==> config.mk <==
export PLATFORM = sky130hd
export DESIGN_NAME = cmplx_mult_hs
export DESIGN_NICKNAME = d
export VERILOG_FILES = /design/src/rtl/cmplx_pkg.sv /design/src/rtl/cmplx_round_sat.sv /design/src/rtl/cmplx_mult_hs.sv
export SDC_FILE = /design/constraint.sdc
export NUM_CORES = 2
export LEC_CHECK = 0
export CAP_MARGIN = 0
export CORE_ASPECT_RATIO = 1.4
export CORE_UTILIZATION = 29
export DETAILED_ROUTE_END_ITERATION = 8
export PLACE_DENSITY = 0.52
export SYNTH_ARGS = -nofsm -noshare
export SYNTH_HDL_FRONTEND = slang
export SYNTH_HIERARCHICAL = 1
export SYNTH_SLANG_ARGS = --single-unit
==> constraint.sdc <==
create_clock -name clk -period 6.66 [get_ports clk]
set_clock_uncertainty 0.15 [all_clocks]
set_input_delay 1.332 -clock clk [delete_from_list [all_inputs] [get_ports clk]]
set_output_delay 1.332 -clock clk [all_outputs]
set_load 0.01 [all_outputs]
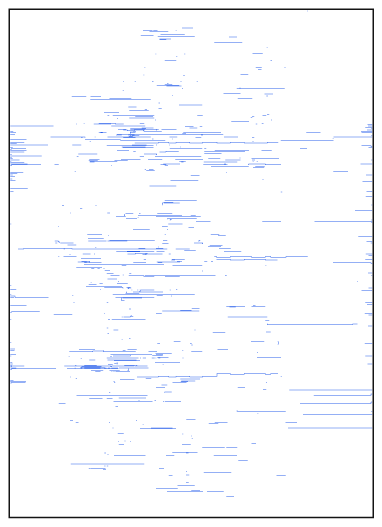
m3.png
Drawn at 1 px/um.
The layer carries 7370 um of wire. The wires run mostly horizontal. The longest straight run is 106 um. 349 nets have wire on it. The layer holds 4.5% of the routed length.
vias: 39240
met3 Resource Use GR: 1.930%

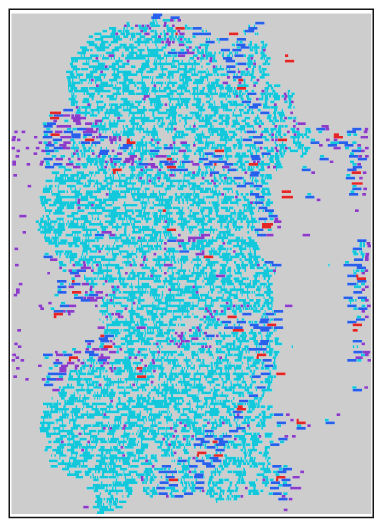
class_map.png
Drawn at 1 px/um. Fill, decap, tap and diode cells in gray.
Cyan shows remaining logic cells, cells 5197. Purple shows remaining buffers and delay cells, cells 506. Red shows clock drivers and dummy loads, cells 63. Blue shows registers, cells 242.
register share of the cell area: 9.873%
utilization after layout: 34.20%
num rows: 184
Design Area, Final: 0.06158 sq mm
core area: 0.1800 sq mm

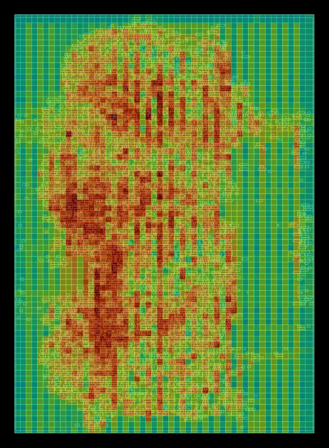
congestion_map.png
Global Route met2 Usage: 31.43%
met1 usage: 21.28%
GRT Total Usage: 17.61%

==> results.sh <==
# flow metrics
export IMPL_outcome="complete, no violations"
export IMPL_mostFrequentLayoutCells="inv_1 (1179), fa_1 (1039), nand2_1 (701)"
export IMPL_crit_slowest_cell="fa_1"
export IMPL_grt_pass1_wl_um=247000
export IMPL_antenna_found_initial=17
export IMPL_critPathMostFrequentCell="fa_1"
export IMPL_io_buffer_count=111
export IMPL_worstSkewPairLatency_ps=630
export IMPL_cts_hold_buffers_added=0
export IMPL_routed_wl_um=163000
export IMPL_nNetsFinal=7502
export IMPL_whs_path_depth=2
export IMPL_synthesis_nets=7204
export IMPL_worst_path_largest_cell_delay_ps=620
export IMPL_synth_area_sq_mm=0.05276
export IMPL_fillers=18590
export IMPL_cts_buffers=36
export IMPL_postCtsSetupBuffers=0
export IMPL_cts_tree="yes"
export IMPL_dp_hpwl_um=131100
export IMPL_viasPerCell=4.657
export IMPL_wl_met2_um=80960
export IMPL_fmax_mhz=153.9
export IMPL_overflow=0
export IMPL_crit_fanout=10
export IMPL_place_area_sq_mm=0.05949
export IMPL_layout_area_comb_sq_mm=0.04174
export IMPL_drt_initial_drc_count=2072
export IMPL_reg2reg_depth=22
export IMPL_syn2layout_area_growth_pct=16.70
export IMPL_remaining_drc_errors=0
export IMPL_crit_chain="buf_4 > nand2_1 > inv_1 > fa_1 > buf_4 > fa_1 > fa_1 > fa_1 > fa_1 > inv_1 > fa_1 > inv_1 > ha_1 > a21o_1 > a21oi_1 > o21ai_0 > o211ai_1 > o31a_1 > o31ai_4 > a21oi_1 > or4b_1 > nand3_1"
export IMPL_boundaryPins=112
export IMPL_wl_met3_um=7371
export IMPL_clkTransAtPathRegs_ps=60
export IMPL_cts_buffer_depth=3
export IMPL_die_w_um=362.5
export IMPL_path_buffers=5
export IMPL_fp_util_pct=29.31
export IMPL_rsz0062_at_grt="yes"
export IMPL_r2r_setup_slack_ps=160
export IMPL_h_tree_depth=2
export IMPL_die_h_um=506.7
export IMPL_slew_headroom_pct=26.81
export IMPL_drv_slew=0
export IMPL_arrival_ps=6900
export IMPL_highest_layer="met5"
export IMPL_syn_inst=5685
export IMPL_seq_area_sq_mm=0.006080
export IMPL_post_route_period_util_pct=97.58
export IMPL_worstMarginPinSlew_ps=1094
export IMPL_synth_warnings=6
export IMPL_crit_type="register to register"
## per-stage QoR
stage               setup TNS, ps  util [%]  setup slack, ps  cells  hold slack, ps
floorplan                       0         -            314.4   5685           283.1
global placement           -209.5     33.04           -131.3   8331           303.5
detailed placement         -199.2     33.04           -104.6   8331           307.1
CTS                             0     33.75            12.29   8394           328.8
global route               -21.47     34.20           -14.46   8427           347.7
finish                          0     34.20            161.5   8427           326.0
## cell type report
cell class	count	area share, %
clock buffers	48	1.634
repair buffers	506	8.221
flip-flops and latches	242	9.873
clock inverters	15	0.3840
diodes	1	0.004064
inverters	1180	7.193
multi-input cells	4017	67.78
well taps	2418	4.913
